[config.mk]
export PLATFORM = sky130hd
export DESIGN_NAME = updn_ramp_ctrl_flat
export DESIGN_NICKNAME = d
export VERILOG_FILES = /design/src/rtl/updn_ramp_ctrl_if.sv /design/src/rtl/updn_ramp_ctrl.sv /design/src/flat_wrapper.sv
export SDC_FILE = /design/constraint.sdc
export NUM_CORES = 1
export LEC_CHECK = 0
export CELL_PAD_IN_SITES_DETAIL_PLACEMENT = 0
export CELL_PAD_IN_SITES_GLOBAL_PLACEMENT = 1
export CORE_MARGIN = 5
export CORE_UTILIZATION = 39
export CTS_CLUSTER_DIAMETER = 150
export DETAILED_ROUTE_END_ITERATION = 8
export HOLD_SLACK_MARGIN = 0.08
export PLACE_DENSITY = 0.85
export SLEW_MARGIN = 15
export SYNTH_ARGS = -nofsm -noshare
export SYNTH_HDL_FRONTEND = slang
export SYNTH_SLANG_ARGS = --single-unit
export TNS_END_PERCENT = 20
[constraint.sdc]
create_clock -name clk50m -period 3 [get_ports clk50m]
set_input_delay 0.45 -clock clk50m [delete_from_list [all_inputs] [get_ports clk50m]]
set_output_delay 0.45 -clock clk50m [all_outputs]
set_load 0.05 [all_outputs]
[src/rtl/updn_ramp_ctrl_if.sv]
// Control/status bundle between a ramp sequencer and its owner, including the
// enable/direction pair to the external up/down counter and its count feedback.
interface updn_ramp_ctrl_if #(
   parameter int unsigned WIDTH   = 8,
   parameter int unsigned DWELL_W = 8,
   parameter int unsigned NCYC_W  = 8
);
   logic               start;
   logic               abort;
   logic [WIDTH-1:0]   lo;
   logic [WIDTH-1:0]   hi;
   logic [DWELL_W-1:0] dwell;
   logic [NCYC_W-1:0]  ncyc;
   logic [WIDTH-1:0]   cnt;
   logic               cnt_en;
   logic               cnt_down;
   logic               busy;
   logic               done;
   logic               err;

   modport master (
      output start, abort, lo, hi, dwell, ncyc, cnt,
      input  cnt_en, cnt_down, busy, done, err
   );

   modport slave (
      input  start, abort, lo, hi, dwell, ncyc, cnt,
      output cnt_en, cnt_down, busy, done, err
   );
endinterface

[src/rtl/updn_ramp_ctrl.sv]
// Triangle-ramp sequencer: steers an external up/down counter lo -> hi -> lo with a dwell
// at each turn point, for a programmed number of cycles (0 = until abort).
module updn_ramp_ctrl #(
   parameter int unsigned WIDTH   = 8,
   parameter int unsigned DWELL_W = 8,
   parameter int unsigned NCYC_W  = 8
) (
   input logic               clk50m,
   input logic               rst,
   updn_ramp_ctrl_if.slave   bus
);

   typedef enum logic [2:0] {
      StIdle, StSeek, StUp, StHoldHi, StDown, StHoldLo, StDone
   } state_e;

   localparam logic [DWELL_W-1:0] DwellOne = 1;
   localparam logic [NCYC_W-1:0]  CycOne   = 1;

   state_e             state_q, state_d;
   logic [WIDTH-1:0]   lo_q, lo_d;
   logic [WIDTH-1:0]   hi_q, hi_d;
   logic [DWELL_W-1:0] dwell_q, dwell_d;
   logic [NCYC_W-1:0]  ncyc_q, ncyc_d;
   logic [DWELL_W-1:0] tmr_q, tmr_d;
   logic [NCYC_W-1:0]  cyc_q, cyc_d;
   logic               err_q, err_d;
   logic [NCYC_W-1:0]  cyc_inc;
   logic               en, down, busy, done;

   always_ff @(posedge clk50m) begin
      if (rst) begin
         state_q <= StIdle;
         lo_q    <= '0;
         hi_q    <= '0;
         dwell_q <= '0;
         ncyc_q  <= '0;
         tmr_q   <= '0;
         cyc_q   <= '0;
         err_q   <= 1'b0;
      end else begin
         state_q <= state_d;
         lo_q    <= lo_d;
         hi_q    <= hi_d;
         dwell_q <= dwell_d;
         ncyc_q  <= ncyc_d;
         tmr_q   <= tmr_d;
         cyc_q   <= cyc_d;
         err_q   <= err_d;
      end
   end

   // Saturation only matters in infinite mode; a finite run reaches ncyc_q first.
   assign cyc_inc = (cyc_q == '1) ? cyc_q : cyc_q + CycOne;

   always_comb begin
      state_d = state_q;
      lo_d    = lo_q;
      hi_d    = hi_q;
      dwell_d = dwell_q;
      ncyc_d  = ncyc_q;
      tmr_d   = tmr_q;
      cyc_d   = cyc_q;
      err_d   = 1'b0;
      if (bus.abort) begin
         state_d = StIdle;
      end else begin
         unique case (state_q)
            StIdle: begin
               if (bus.start) begin
                  if (bus.lo < bus.hi) begin
                     lo_d    = bus.lo;
                     hi_d    = bus.hi;
                     dwell_d = bus.dwell;
                     ncyc_d  = bus.ncyc;
                     cyc_d   = '0;
                     state_d = StSeek;
                  end else begin
                     err_d = 1'b1;
                  end
               end
            end
            StSeek: begin
               if (bus.cnt == lo_q) state_d = StUp;
            end
            StUp: begin
               if (bus.cnt == hi_q) begin
                  tmr_d   = dwell_q;
                  state_d = StHoldHi;
               end
            end
            StHoldHi: begin
               if (tmr_q == '0) state_d = StDown;
               else             tmr_d   = tmr_q - DwellOne;
            end
            StDown: begin
               if (bus.cnt == lo_q) begin
                  cyc_d = cyc_inc;
                  if ((ncyc_q != '0) && (cyc_inc == ncyc_q)) begin
                     state_d = StDone;
                  end else begin
                     tmr_d   = dwell_q;
                     state_d = StHoldLo;
                  end
               end
            end
            StHoldLo: begin
               if (tmr_q == '0) state_d = StUp;
               else             tmr_d   = tmr_q - DwellOne;
            end
            StDone:  state_d = StIdle;
            default: state_d = StIdle;
         endcase
      end
   end

   // Compare gating stops the counter exactly on the turn point: no overshoot, no wrap.
   always_comb begin
      en   = 1'b0;
      down = 1'b0;
      done = 1'b0;
      busy = (state_q != StIdle);
      unique case (state_q)
         StSeek: begin
            en   = (bus.cnt != lo_q);
            down = (bus.cnt > lo_q);
         end
         StUp: begin
            en   = (bus.cnt != hi_q);
         end
         StDown: begin
            en   = (bus.cnt != lo_q);
            down = 1'b1;
         end
         StDone:  done = 1'b1;
         default: ;
      endcase
      if (bus.abort) en = 1'b0;
      down = down & en;
   end

   assign bus.cnt_en   = en;
   assign bus.cnt_down = down;
   assign bus.busy     = busy;
   assign bus.done     = done;
   assign bus.err      = err_q;

endmodule

[src/flat_wrapper.sv]
// flat-port wrapper written by rule: the top's interface ports become plain ports
module updn_ramp_ctrl_flat 
#(
   parameter int unsigned WIDTH   = 8,
   parameter int unsigned DWELL_W = 8,
   parameter int unsigned NCYC_W  = 8
)
  (clk50m, rst, bus_start, bus_abort, bus_lo, bus_hi, bus_dwell, bus_ncyc, bus_cnt, bus_cnt_en, bus_cnt_down, bus_busy, bus_done, bus_err);
  updn_ramp_ctrl_if #(.WIDTH(WIDTH), .DWELL_W(DWELL_W), .NCYC_W(NCYC_W)) bus_i ();
  input logic clk50m;
  input logic rst;
  input wire logic [$bits(bus_i.start)-1:0] bus_start;
  input wire logic [$bits(bus_i.abort)-1:0] bus_abort;
  input wire logic [$bits(bus_i.lo)-1:0] bus_lo;
  input wire logic [$bits(bus_i.hi)-1:0] bus_hi;
  input wire logic [$bits(bus_i.dwell)-1:0] bus_dwell;
  input wire logic [$bits(bus_i.ncyc)-1:0] bus_ncyc;
  input wire logic [$bits(bus_i.cnt)-1:0] bus_cnt;
  output wire logic [$bits(bus_i.cnt_en)-1:0] bus_cnt_en;
  output wire logic [$bits(bus_i.cnt_down)-1:0] bus_cnt_down;
  output wire logic [$bits(bus_i.busy)-1:0] bus_busy;
  output wire logic [$bits(bus_i.done)-1:0] bus_done;
  output wire logic [$bits(bus_i.err)-1:0] bus_err;
  assign bus_i.start = bus_start;
  assign bus_i.abort = bus_abort;
  assign bus_i.lo = bus_lo;
  assign bus_i.hi = bus_hi;
  assign bus_i.dwell = bus_dwell;
  assign bus_i.ncyc = bus_ncyc;
  assign bus_i.cnt = bus_cnt;
  assign bus_cnt_en = bus_i.cnt_en;
  assign bus_cnt_down = bus_i.cnt_down;
  assign bus_busy = bus_i.busy;
  assign bus_done = bus_i.done;
  assign bus_err = bus_i.err;
  updn_ramp_ctrl #(.WIDTH(WIDTH), .DWELL_W(DWELL_W), .NCYC_W(NCYC_W)) u_core (.clk50m(clk50m), .rst(rst), .bus(bus_i));
endmodule
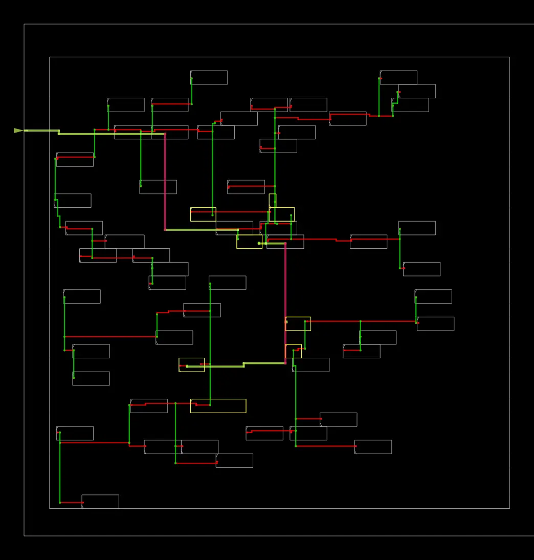
run_1/clocks.png
maximum clock skew at final layout: 0.0103 ns
number of clock buffer instances in the layout: 6

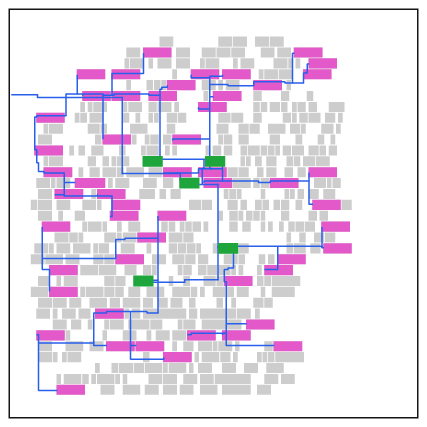
run_1/clk_routes.png
Drawn at 4 px/um.
- clock drivers: green (count 5)
- flip-flops: magenta (count 52)
- clock wires: blue (length 676 um)
- routed clock nets: 6
- flops lie: widely spread
Clk Latency, worst-skew pair: 0.31 ns
clock share of power: 32.8%
power in the clock group: 0.496 mW

==> flow_results.xml, run 1 <==
<?xml version="1.0" encoding="UTF-8"?>
<metrics>
  <group name="die">
    <metric name="floorplan.io_pins" unit="">49</metric>
    <metric name="core_util_floorplan" unit="%">40.0</metric>
    <metric name="core-area" unit="um^2">8220</metric>
    <metric name="chip_area" unit="um^2">10400</metric>
    <metric name="die_width" unit="um">102</metric>
    <metric name="tapcell.inserted" unit="">105</metric>
    <metric name="fp.dieH" unit="um">102</metric>
  </group>
  <group name="route">
    <metric name="route.layer.met1.wl" unit="mm">3.58</metric>
    <metric name="wl_met3" unit="um">312</metric>
    <metric name="residual_antenna_violating_net_count_after_detailed_routing" unit="">0</metric>
    <metric name="route.detailed.drc" unit="">0</metric>
    <metric name="highest-signal-layer" unit="">met4</metric>
    <metric name="detailed_router_iteration_count_before_antenna_repair" unit="">5</metric>
    <metric name="drtIter0Drc" unit="">143</metric>
  </group>
  <group name="critical_path">
    <metric name="path_class" unit="">input port to primary output</metric>
    <metric name="timing.critical_path.cells" unit="">clkdlybuf4s50_1 &gt; ha_1 &gt; nand4_1 &gt; or2_4 &gt; nand2_1 &gt; nor2_2 &gt; o21ai_2 &gt; a2111oi_4 &gt; clkbuf_16</metric>
    <metric name="cp-startpoint" unit="">bus_cnt[5]</metric>
    <metric name="worst_path_largest_cell_delay" unit="ns">0.52</metric>
    <metric name="timing.critical_path.required" unit="ns">2.55</metric>
    <metric name="worst_path_dominant_cell_family" unit="">buffers and inverters</metric>
    <metric name="crit_path_top_delay_cell" unit="">sky130_fd_sc_hd__clkdlybuf4s50_1</metric>
    <metric name="worst_setup_path_start_kind" unit="">input port</metric>
    <metric name="critPathCapture" unit="">bus_cnt_down</metric>
    <metric name="timing.reg2reg.setup_slack" unit="ns">0.25</metric>
    <metric name="highest_net_fanout_along_the_worst_path" unit="">3</metric>
    <metric name="cp_num_buf_inv" unit="">2</metric>
    <metric name="critical_path.endpoint_type" unit="">primary output</metric>
  </group>
  <group name="yosys">
    <metric name="topCombFamilyByArea" unit="">simple AND/OR/NAND/NOR gates</metric>
    <metric name="synthesis.yosys.warnings" unit="">0</metric>
    <metric name="summed_instance_area_of_the_synthesized_netlist" unit="um^2">3280</metric>
    <metric name="synth_area_leader_cell" unit="">sky130_fd_sc_hd__dfxtp_1</metric>
    <metric name="synthDistinctLibCells" unit="">56</metric>
    <metric name="synthTopCellsByCount" unit="">sky130_fd_sc_hd__nor2_1, sky130_fd_sc_hd__dfxtp_1, sky130_fd_sc_hd__mux2i_1</metric>
    <metric name="synth_adder_area_share" unit="%">6.86</metric>
    <metric name="yosys_cells" unit="">404</metric>
    <metric name="ys_sh_xor" unit="%">4.00</metric>
    <metric name="synth.top_cell.area_share" unit="%">31.7</metric>
    <metric name="synth_dominant_cell_count" unit="">sky130_fd_sc_hd__nor2_1</metric>
    <metric name="mux_area_share" unit="%">12.9</metric>
    <metric name="post_synthesis_compound_gate_area_fraction" unit="%">15.5</metric>
  </group>
  <group name="timing">
    <metric name="finalClockPeriodUsage" unit="%">96.1</metric>
    <metric name="fmax" unit="GHz">0.347</metric>
    <metric name="relSlewSlack" unit="%">47.8</metric>
    <metric name="rsz_0062_raised_after_global_routing" unit="">no</metric>
    <metric name="period_needed" unit="ns">2.88</metric>
    <metric name="report.final.slew_viol_count" unit="">0</metric>
    <metric name="setup_violation_total_in_the_final_timing_report" unit="">0</metric>
  </group>
  <group name="pwr">
    <metric name="p_per_area" unit="nW/um^2">364</metric>
    <metric name="p_leak" unit="nW">1.62</metric>
  </group>
  <group name="placement">
    <metric name="placedCellCount" unit="">553</metric>
    <metric name="port-buffer-count" unit="">48</metric>
    <metric name="hpwl" unit="mm">5.85</metric>
  </group>
  <group name="hold_path">
    <metric name="timing.hold.worst_path_depth" unit="">2</metric>
    <metric name="hold_path_class" unit="">flop to flop</metric>
    <metric name="hold_path_startpoint" unit="">u_core.dwell_q[6]$_SDFFE_PP0P_</metric>
    <metric name="hold-path-endpoint" unit="">u_core.dwell_q[6]$_SDFFE_PP0P_</metric>
  </group>
  <group name="clock_network">
    <metric name="post_cts_buffers" unit="">1</metric>
    <metric name="root_buffer" unit="">sky130_fd_sc_hd__clkbuf_8</metric>
    <metric name="cts_buffers" unit="">5</metric>
    <metric name="cts_resized" unit="">4</metric>
    <metric name="htreeDepth" unit="">2</metric>
  </group>
  <group name="global_routing">
    <metric name="antenna_violations_before_repair" unit="">0</metric>
    <metric name="grt_pass1_vias" unit="">2941</metric>
    <metric name="largest_net_degree_at_the_start_of_global_routing" unit="">43</metric>
    <metric name="global_route.usage.total" unit="%">15.4</metric>
    <metric name="met1_resource_use_gr" unit="%">19.4</metric>
    <metric name="global_route.peak_usage_layer" unit="">met2</metric>
    <metric name="global_route.overflow_total" unit="">0</metric>
    <metric name="grt_first_pass_wirelength" unit="mm">13.1</metric>
  </group>
  <group name="finish">
    <metric name="nNonClkInverters" unit="">22</metric>
    <metric name="logic_gates" unit="">305</metric>
    <metric name="num_antenna_cells" unit="">0</metric>
    <metric name="finish.net_count" unit="">519</metric>
    <metric name="seq-cell-share" unit="%">25.1</metric>
    <metric name="layout.area.comb" unit="um^2">2080</metric>
    <metric name="top_area_cell_class" unit="">logic gates</metric>
    <metric name="design_area" unit="um^2">4160</metric>
    <metric name="layout_top_cell_excl_fill_tap" unit="">sky130_fd_sc_hd__nor2_1</metric>
    <metric name="fillerInstances" unit="">782</metric>
    <metric name="post_layout_instance_count_excluding_filler_cells" unit="">563</metric>
    <metric name="sequential_cell_area" unit="um^2">1040</metric>
    <metric name="seq_cell_count" unit="">52</metric>
  </group>
  <group name="flow_run">
    <metric name="max-cap-violations" unit="">0</metric>
    <metric name="tool_warnings" unit="">27</metric>
  </group>
  <group name="status">
    <metric name="run_status" unit="">finished clean</metric>
  </group>
</metrics>
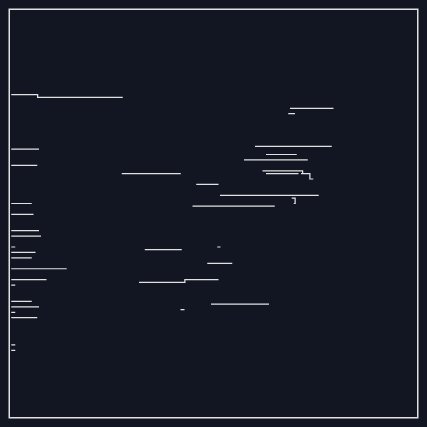
run_1/layer_met3.png
Drawn at 4 px/um.
- wire length on this layer: 312 um
- share of all routed wire: 4.1%
aggregate routed wire length: 7.70 mm
number of vias after detailed routing: 2,956
met3 GRT Util: 3.31%

[run 1: stage by stage]
step                utilization, %  setup slack [ns]  TNS [ns]  hold slack [ns]
finish                        50.6             0.117         0            0.503
global route                  50.6           0.00878         0            0.524
CTS                           50.0            0.0139         0            0.510
detailed placement            48.6            -0.162     -4.31            0.484
global placement              48.6            -0.159     -2.78            0.478
floorplan                        -             0.300         0            0.454
[run 1: state kept, by name, indices dropped and copies added, names as in the netlist]
name,cells
u_core.cyc_q,8
u_core.dwell_q,8
u_core.hi_q,8
u_core.lo_q,8
u_core.ncyc_q,8
u_core.tmr_q,8
u_core.state_q,3
u_core.bus.err,1
[run 1: power breakdown]
group | switching, mW | internal, mW
Sequential | 0.0182 | 0.712
Combinational | 0.130 | 0.154
Clock | 0.243 | 0.253
Total | 0.392 | 1.12
run_1/wires.png
Drawn at 3 px/um.
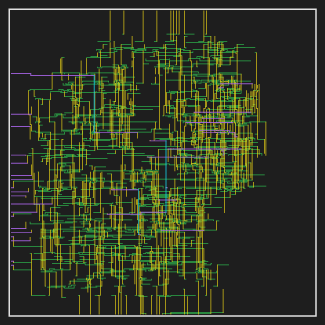

## Run 2: what changed since run 1
CORE_MARGIN = 2   (was 5)
CORE_UTILIZATION = 35   (was 39)
PLACE_DENSITY = 0.78   (was 0.85)
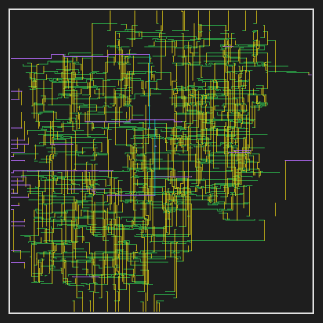
run_2/wires.png
Drawn at 3 px/um.
- metal 3: purple (wire length 274 um)
- metal 4: cyan (wire length 49.6 um)
- metal 2: yellow (wire length 3,770 um)
- metal 1: green (wire length 3,740 um)
routed wire length per instance: 13.6 um
number of vias after detailed routing: 3,017
total track usage: 16.2%
aggregate routed wire length: 7.83 mm

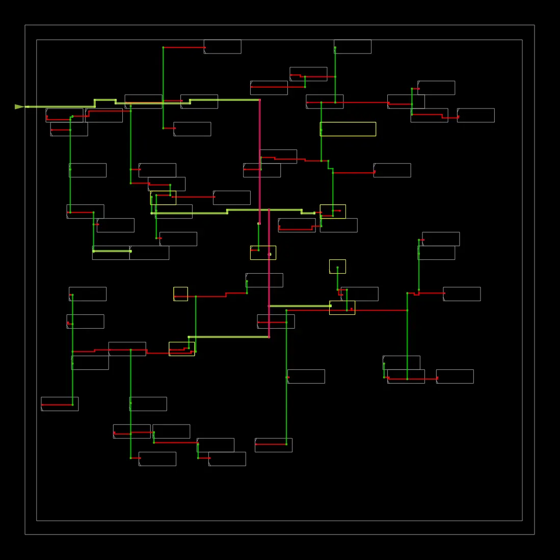
run_2/clocks.png
Sinks on Clock Net: 52
FFs & Latches: 52
maximum clock skew at final layout: 0.00388 ns
power in the clock group: 0.509 mW
Inserted Clock Buffers: 5

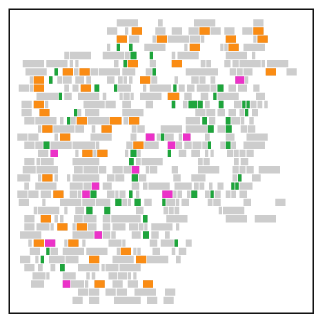
run_2/logic_types.png
Drawn at 3 px/um.
- mux cells: orange (cells 42; where widely spread)
- nand cells: green (cells 53)
- non-inverting ao/oa cells: magenta (cells 12)
Comb area share: 49.7%
most numerous logic cell after layout: sky130_fd_sc_hd__nor2_1
post-layout instance count excluding filler cells: 576

==> run 2 against run 1 <==
Clock-buffer cell count is 1 lower. Clock skew decreased by 0.0064 ns. Routed wire length up 1.6%. Cell count rose by 2.3%. Critical path depth stayed put. Sequential cell count unchanged. Combinational power grew 3%. Synthesized cell count unchanged. Power increased by 1.5%. Area after synthesis is the same. Critical path type unchanged. Critical endpoint unchanged.
==> flow_results.xml, run 2 <==
<?xml version="1.0" encoding="UTF-8"?>
<metrics>
  <group name="die">
    <metric name="floorplan.io_pins" unit="">49</metric>
    <metric name="core_util_floorplan" unit="%">35.9</metric>
    <metric name="die_width" unit="um">101</metric>
    <metric name="chip_area" unit="um^2">10200</metric>
    <metric name="fp.dieH" unit="um">101</metric>
    <metric name="core-area" unit="um^2">9150</metric>
  </group>
  <group name="finish">
    <metric name="design_area" unit="um^2">4210</metric>
    <metric name="layout-area-overhead-vs-synth" unit="%">28.2</metric>
    <metric name="num_antenna_cells" unit="">0</metric>
    <metric name="layout.core_utilization" unit="%">46.0</metric>
    <metric name="fillerInstances" unit="">908</metric>
    <metric name="finish.net_count" unit="">526</metric>
    <metric name="most-common-layout-cells" unit="">sky130_fd_sc_hd__nor2_1, sky130_fd_sc_hd__dfxtp_1, sky130_fd_sc_hd__clkdlybuf4s50_1</metric>
  </group>
  <group name="pwr">
    <metric name="overall_power_after_layout" unit="mW">1.53</metric>
    <metric name="p_leak" unit="nW">1.63</metric>
    <metric name="power.net_switching" unit="mW">0.409</metric>
    <metric name="pwr.group.sequential" unit="mW">0.731</metric>
    <metric name="combinationalPower" unit="mW">0.293</metric>
    <metric name="top_power_group" unit="">sequential cells</metric>
    <metric name="comb_power_share" unit="%">19.1</metric>
    <metric name="power_switching_share" unit="%">26.6</metric>
    <metric name="power_frac_clock" unit="%">33.2</metric>
    <metric name="p_per_area" unit="nW/um^2">364</metric>
    <metric name="power.internal" unit="mW">1.12</metric>
    <metric name="share_seq_of_total_power" unit="%">47.7</metric>
  </group>
  <group name="hold_path">
    <metric name="hold_path_class" unit="">flop to flop</metric>
    <metric name="timing.hold.worst_path_depth" unit="">2</metric>
    <metric name="hold-path-endpoint" unit="">u_core.dwell_q[3]$_SDFFE_PP0P_</metric>
    <metric name="hold_path_startpoint" unit="">u_core.dwell_q[3]$_SDFFE_PP0P_</metric>
  </group>
  <group name="global_routing">
    <metric name="grt.met3_usage" unit="%">3.47</metric>
    <metric name="met1_resource_use_gr" unit="%">20.7</metric>
    <metric name="global_route.peak_usage_layer" unit="">met2</metric>
    <metric name="grt_first_pass_wirelength" unit="mm">13.4</metric>
    <metric name="grt_pass1_vias" unit="">2922</metric>
    <metric name="largest_net_degree_at_the_start_of_global_routing" unit="">35</metric>
    <metric name="global_route.overflow_total" unit="">0</metric>
    <metric name="antenna_violations_before_repair" unit="">0</metric>
  </group>
  <group name="yosys">
    <metric name="simple_share" unit="%">22.7</metric>
    <metric name="post_synthesis_compound_gate_area_fraction" unit="%">15.5</metric>
    <metric name="ys_async_sr_fraction" unit="%">0</metric>
    <metric name="postSynthRegisterBits" unit="">52</metric>
    <metric name="synthDistinctLibCells" unit="">56</metric>
    <metric name="synth_dominant_cell_count" unit="">sky130_fd_sc_hd__nor2_1</metric>
    <metric name="synth_area_leader_cell" unit="">sky130_fd_sc_hd__dfxtp_1</metric>
    <metric name="synth.top_cell.area_share" unit="%">31.7</metric>
    <metric name="mux_area_share" unit="%">12.9</metric>
    <metric name="synthTopCellsByCount" unit="">sky130_fd_sc_hd__nor2_1, sky130_fd_sc_hd__dfxtp_1, sky130_fd_sc_hd__mux2i_1</metric>
    <metric name="topCombFamilyByArea" unit="">simple AND/OR/NAND/NOR gates</metric>
    <metric name="summed_instance_area_of_the_synthesized_netlist" unit="um^2">3280</metric>
    <metric name="ys_sh_xor" unit="%">4.00</metric>
    <metric name="yosys_cells" unit="">404</metric>
    <metric name="synth_adder_area_share" unit="%">6.86</metric>
    <metric name="synthesis.yosys.warnings" unit="">0</metric>
    <metric name="synth_nets" unit="">466</metric>
  </group>
  <group name="critical_path">
    <metric name="cp-startpoint" unit="">bus_cnt[3]</metric>
    <metric name="timing.critical_path.required" unit="ns">2.55</metric>
    <metric name="highest_net_fanout_along_the_worst_path" unit="">2</metric>
    <metric name="crit_path_top_delay_cell" unit="">sky130_fd_sc_hd__clkdlybuf4s50_1</metric>
    <metric name="worst_setup_path_start_kind" unit="">input port</metric>
    <metric name="timing.reg2reg.setup_slack" unit="ns">0.35</metric>
    <metric name="critPathCapture" unit="">bus_cnt_down</metric>
    <metric name="arrival" unit="ns">2.52</metric>
    <metric name="worst_path_largest_cell_delay" unit="ns">0.46</metric>
    <metric name="path_class" unit="">input port to primary output</metric>
    <metric name="timing.critical_path.cells" unit="">clkdlybuf4s50_1 &gt; ha_1 &gt; o21a_1 &gt; o21a_1 &gt; o211ai_1 &gt; a21boi_1 &gt; o21ai_2 &gt; a2111oi_4 &gt; clkbuf_16</metric>
    <metric name="critical_path.reg2reg.startpoint" unit="">u_core.cyc_q[2]$_SDFFE_PP0P_</metric>
    <metric name="critical_path.endpoint_type" unit="">primary output</metric>
    <metric name="ff2ff_path_depth" unit="">9</metric>
  </group>
  <group name="placement">
    <metric name="placedCellCount" unit="">567</metric>
    <metric name="hpwl" unit="mm">6.04</metric>
    <metric name="gp_congestion" unit="">0.821</metric>
    <metric name="placement.setup.worst_slack" unit="ns">-0.184</metric>
    <metric name="port-buffer-count" unit="">48</metric>
  </group>
  <group name="route">
    <metric name="detailed_router_iteration_count_before_antenna_repair" unit="">6</metric>
    <metric name="route.layer.met1.wl" unit="mm">3.74</metric>
    <metric name="highest-signal-layer" unit="">met4</metric>
    <metric name="route.detailed.drc" unit="">0</metric>
    <metric name="wl_met3" unit="um">273</metric>
    <metric name="avgViaCountPerCell" unit="">5.24</metric>
    <metric name="residual_antenna_violating_net_count_after_detailed_routing" unit="">0</metric>
    <metric name="drtIter0Drc" unit="">98</metric>
  </group>
  <group name="clock_network">
    <metric name="htreeDepth" unit="">2</metric>
    <metric name="clock_path_buffers" unit="">2</metric>
    <metric name="clk_latency" unit="ns">0.31</metric>
    <metric name="root_buffer" unit="">sky130_fd_sc_hd__clkbuf_8</metric>
  </group>
  <group name="timing">
    <metric name="fmax" unit="GHz">0.337</metric>
    <metric name="report.final.slew_viol_count" unit="">0</metric>
    <metric name="whs" unit="ns">0.502</metric>
    <metric name="relSlewSlack" unit="%">57.0</metric>
    <metric name="setup_violation_total_in_the_final_timing_report" unit="">0</metric>
    <metric name="totalNegativeSetupSlack" unit="ns">0</metric>
    <metric name="timing.final.ws_setup" unit="ns">0.0313</metric>
    <metric name="rsz_0062_raised_after_global_routing" unit="">yes</metric>
    <metric name="finalClockPeriodUsage" unit="%">99.0</metric>
    <metric name="period_needed" unit="ns">2.97</metric>
  </group>
  <group name="flow_run">
    <metric name="tool_warnings" unit="">28</metric>
    <metric name="max-cap-violations" unit="">0</metric>
  </group>
  <group name="status">
    <metric name="run_status" unit="">finished clean</metric>
  </group>
</metrics>
[run 2: timing repair]
action	CTS	global route
setup buffers	1	0
endpoints found under the setup margin	1	1
hold buffers	0	0
pin swaps	2	8
gates cloned	0	0
gates resized	3	12
[run 2: layout make-up]
type                            count  area (um^2)  share of cell area [%]
Inverter                           22         82.6                    1.96
Multi-Input combinational cell    305         2090                    49.7
Tap cell                          111          139                    3.30
Timing Repair Buffer               78          738                    17.5
Clock buffer                        5         68.8                    1.63
Clock inverter                      3         46.3                    1.10
Sequential cell                    52         1040                    24.8
[run 2: worst max-delay path, delay by kind of cell]
family,cells,cell delay (ns)
buf+inv,2,0.70
compound gates,6,1.05
fa+ha+maj,1,0.32
## Run 3: what changed since run 2
CAP_MARGIN = 20   (was default)
HOLD_SLACK_MARGIN = 0.06   (was 0.08)
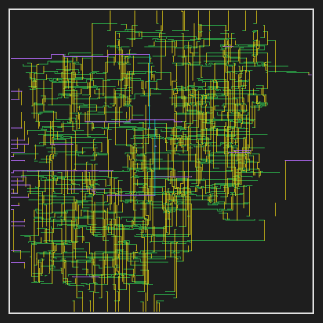
run_3/wires.png
Drawn at 3 px/um.
- metal 3: purple (wire length 274 um)
- metal 4: cyan (wire length 49.6 um)
- metal 2: yellow (wire length 3,770 um)
- metal 1: green (wire length 3,740 um)

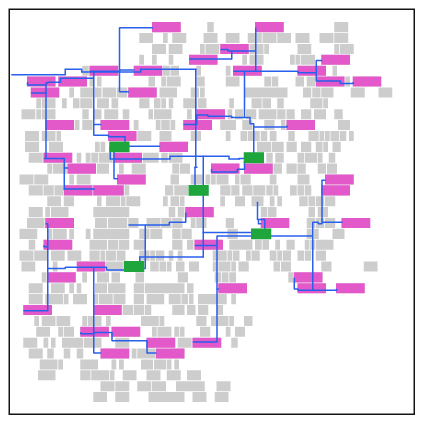
run_3/clk_routes.png
Drawn at 4 px/um.
- clock drivers: green (count 5)
- flip-flops: magenta (count 52)
- clock wires: blue (length 721 um)
- flops lie: widely spread
clock share of power: 33.2%

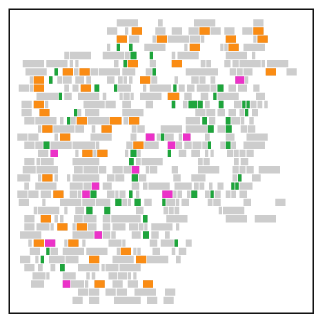
run_3/logic_types.png
Drawn at 3 px/um.
- non-inverting ao/oa cells: magenta (cells 12)
- nand cells: green (cells 53)
- mux cells: orange (cells 42; where widely spread)

==> run 3 against run 2 <==
Clock power about the same. Critical path depth unchanged. Register-to-register slack about the same. Clock-buffer cell count stayed put. Highest routed layer unchanged. Cell count stayed put. Largest power group unchanged. Fmax unchanged. Non-clock buffer count unchanged. Power unchanged. Combinational power about the same. Area after synthesis stayed put.
==> flow_results.xml, run 3 <==
<?xml version="1.0" encoding="UTF-8"?>
<metrics>
  <group name="yosys">
    <metric name="summed_instance_area_of_the_synthesized_netlist" unit="um^2">3280</metric>
    <metric name="yosys_cells" unit="">404</metric>
    <metric name="synth_nets" unit="">466</metric>
    <metric name="ys_async_sr_fraction" unit="%">0</metric>
    <metric name="synth_area_leader_cell" unit="">sky130_fd_sc_hd__dfxtp_1</metric>
    <metric name="synthDistinctLibCells" unit="">56</metric>
    <metric name="synth.top_cell.area_share" unit="%">31.7</metric>
    <metric name="synthTopCellsByCount" unit="">sky130_fd_sc_hd__nor2_1, sky130_fd_sc_hd__dfxtp_1, sky130_fd_sc_hd__mux2i_1</metric>
    <metric name="synth_dominant_cell_count" unit="">sky130_fd_sc_hd__nor2_1</metric>
    <metric name="synthesis.yosys.warnings" unit="">0</metric>
    <metric name="postSynthRegisterBits" unit="">52</metric>
  </group>
  <group name="placement">
    <metric name="hpwl" unit="mm">6.04</metric>
    <metric name="gp_congestion" unit="">0.821</metric>
    <metric name="placement.setup.worst_slack" unit="ns">-0.184</metric>
    <metric name="port-buffer-count" unit="">48</metric>
    <metric name="placedCellCount" unit="">567</metric>
  </group>
  <group name="timing">
    <metric name="setup_violation_total_in_the_final_timing_report" unit="">0</metric>
    <metric name="whs" unit="ns">0.502</metric>
    <metric name="finalClockSkew" unit="ns">0.00388</metric>
    <metric name="report.final.slew_viol_count" unit="">0</metric>
    <metric name="finalClockPeriodUsage" unit="%">99.0</metric>
    <metric name="rsz_0062_raised_after_global_routing" unit="">yes</metric>
    <metric name="timing.final.ws_setup" unit="ns">0.0313</metric>
    <metric name="fmax" unit="GHz">0.337</metric>
    <metric name="period_needed" unit="ns">2.97</metric>
    <metric name="totalNegativeSetupSlack" unit="ns">0</metric>
    <metric name="relSlewSlack" unit="%">57.0</metric>
  </group>
  <group name="global_routing">
    <metric name="met1_resource_use_gr" unit="%">20.7</metric>
    <metric name="global_route.usage.total" unit="%">16.2</metric>
    <metric name="grt_first_pass_wirelength" unit="mm">13.4</metric>
    <metric name="global_route.overflow_total" unit="">0</metric>
    <metric name="grt.met3_usage" unit="%">3.47</metric>
    <metric name="largest_net_degree_at_the_start_of_global_routing" unit="">35</metric>
    <metric name="antenna_violations_before_repair" unit="">0</metric>
    <metric name="global_route.peak_usage_layer" unit="">met2</metric>
    <metric name="grt_pass1_vias" unit="">2922</metric>
  </group>
  <group name="route">
    <metric name="route.detailed.drc" unit="">0</metric>
    <metric name="drtIter0Drc" unit="">98</metric>
    <metric name="detailroute.via_count" unit="">3017</metric>
    <metric name="wl_met3" unit="um">273</metric>
    <metric name="wl_per_cell" unit="um">13.6</metric>
    <metric name="residual_antenna_violating_net_count_after_detailed_routing" unit="">0</metric>
    <metric name="detailed_router_iteration_count_before_antenna_repair" unit="">6</metric>
    <metric name="route.layer.met1.wl" unit="mm">3.74</metric>
    <metric name="highest-signal-layer" unit="">met4</metric>
    <metric name="avgViaCountPerCell" unit="">5.24</metric>
    <metric name="totalWireLength" unit="mm">7.83</metric>
  </group>
  <group name="pwr">
    <metric name="power.net_switching" unit="mW">0.409</metric>
    <metric name="clock_net_power" unit="mW">0.509</metric>
    <metric name="pwr.group.sequential" unit="mW">0.731</metric>
    <metric name="share_seq_of_total_power" unit="%">47.7</metric>
    <metric name="p_leak" unit="nW">1.63</metric>
    <metric name="power_switching_share" unit="%">26.6</metric>
    <metric name="power.internal" unit="mW">1.12</metric>
    <metric name="top_power_group" unit="">sequential cells</metric>
    <metric name="p_per_area" unit="nW/um^2">364</metric>
    <metric name="overall_power_after_layout" unit="mW">1.53</metric>
    <metric name="comb_power_share" unit="%">19.1</metric>
    <metric name="combinationalPower" unit="mW">0.293</metric>
  </group>
  <group name="finish">
    <metric name="layout-area-overhead-vs-synth" unit="%">28.2</metric>
    <metric name="post_layout_instance_count_excluding_filler_cells" unit="">576</metric>
    <metric name="num_antenna_cells" unit="">0</metric>
    <metric name="layout.area.comb" unit="um^2">2090</metric>
    <metric name="finish.net_count" unit="">526</metric>
    <metric name="sequential_cell_area" unit="um^2">1040</metric>
    <metric name="fillerInstances" unit="">908</metric>
    <metric name="design_area" unit="um^2">4210</metric>
    <metric name="layout_top_cell_excl_fill_tap" unit="">sky130_fd_sc_hd__nor2_1</metric>
    <metric name="most-common-layout-cells" unit="">sky130_fd_sc_hd__nor2_1, sky130_fd_sc_hd__dfxtp_1, sky130_fd_sc_hd__clkdlybuf4s50_1</metric>
    <metric name="layout.core_utilization" unit="%">46.0</metric>
  </group>
  <group name="clock_network">
    <metric name="root_buffer" unit="">sky130_fd_sc_hd__clkbuf_8</metric>
    <metric name="cts_resized" unit="">3</metric>
    <metric name="cts_num_sinks" unit="">52</metric>
    <metric name="clk_latency" unit="ns">0.31</metric>
    <metric name="post_cts_buffers" unit="">1</metric>
    <metric name="cts.reportedPaths.clkPinSlew" unit="ns">0.10</metric>
    <metric name="clock_path_buffers" unit="">2</metric>
    <metric name="cts_buffers" unit="">5</metric>
    <metric name="htreeDepth" unit="">2</metric>
    <metric name="cts_hold_buf" unit="">0</metric>
  </group>
  <group name="flow_run">
    <metric name="tool_warnings" unit="">28</metric>
    <metric name="max-cap-violations" unit="">0</metric>
  </group>
  <group name="critical_path">
    <metric name="timing.reg2reg.setup_slack" unit="ns">0.35</metric>
    <metric name="path_class" unit="">input port to primary output</metric>
    <metric name="cp-startpoint" unit="">bus_cnt[3]</metric>
    <metric name="critical_path.endpoint_type" unit="">primary output</metric>
    <metric name="critPathCapture" unit="">bus_cnt_down</metric>
    <metric name="worst-path-stages" unit="">9</metric>
    <metric name="ff2ff_path_depth" unit="">9</metric>
    <metric name="worst_setup_path_start_kind" unit="">input port</metric>
    <metric name="timing.critical_path.required" unit="ns">2.55</metric>
    <metric name="timing.critical_path.cells" unit="">clkdlybuf4s50_1 &gt; ha_1 &gt; o21a_1 &gt; o21a_1 &gt; o211ai_1 &gt; a21boi_1 &gt; o21ai_2 &gt; a2111oi_4 &gt; clkbuf_16</metric>
    <metric name="cp_num_buf_inv" unit="">2</metric>
    <metric name="cpMostUsedCell" unit="">sky130_fd_sc_hd__o21a_1</metric>
    <metric name="crit_path_top_delay_cell" unit="">sky130_fd_sc_hd__clkdlybuf4s50_1</metric>
    <metric name="worst_path_largest_cell_delay" unit="ns">0.46</metric>
    <metric name="arrival" unit="ns">2.52</metric>
    <metric name="worst_path_dominant_cell_family" unit="">AND-OR/OR-AND gates</metric>
    <metric name="highest_net_fanout_along_the_worst_path" unit="">2</metric>
    <metric name="critical_path.reg2reg.startpoint" unit="">u_core.cyc_q[2]$_SDFFE_PP0P_</metric>
  </group>
  <group name="die">
    <metric name="core_util_floorplan" unit="%">35.9</metric>
    <metric name="chip_area" unit="um^2">10200</metric>
    <metric name="fp.dieH" unit="um">101</metric>
    <metric name="core-area" unit="um^2">9150</metric>
    <metric name="floorplan.io_pins" unit="">49</metric>
    <metric name="die_width" unit="um">101</metric>
  </group>
  <group name="status">
    <metric name="run_status" unit="">finished clean</metric>
  </group>
  <group name="hold_path">
    <metric name="timing.hold.worst_path_depth" unit="">2</metric>
    <metric name="hold-path-endpoint" unit="">u_core.dwell_q[3]$_SDFFE_PP0P_</metric>
    <metric name="hold_path_startpoint" unit="">u_core.dwell_q[3]$_SDFFE_PP0P_</metric>
    <metric name="hold_path_class" unit="">flop to flop</metric>
  </group>
</metrics>
==> run 3: cell counts in the layout (fill, tap and decap cells not counted) <==
No cell type changed its count.
==> run 3: cells by family (layout without fill, tap and decap cells) <==
group / count (synthesis) / after routing / share of synthesized area, %
flip-flops: 52 / 52 / 31.7
AND/OR/NAND/NOR: 152 / 152 / 22.7
XOR/XNOR: 15 / 15 / 4.00
multiplexers: 42 / 42 / 12.9
adder cells (fa/ha/maj): 18 / 18 / 6.86
buffers and inverters: 47 / 108 / 6.36
AND-OR/OR-AND: 78 / 78 / 15.5
==> run 3: area by class of cell <==
cell class                      count  area share, %
Multi-Input combinational cell    305           49.7
Sequential cell                    52           24.8
Timing Repair Buffer               78           17.5
Tap cell                          111           3.30
Inverter                           22           1.96
Clock buffer                        5           1.63
Clock inverter                      3           1.10
Power and IR drop assume default switching activity.
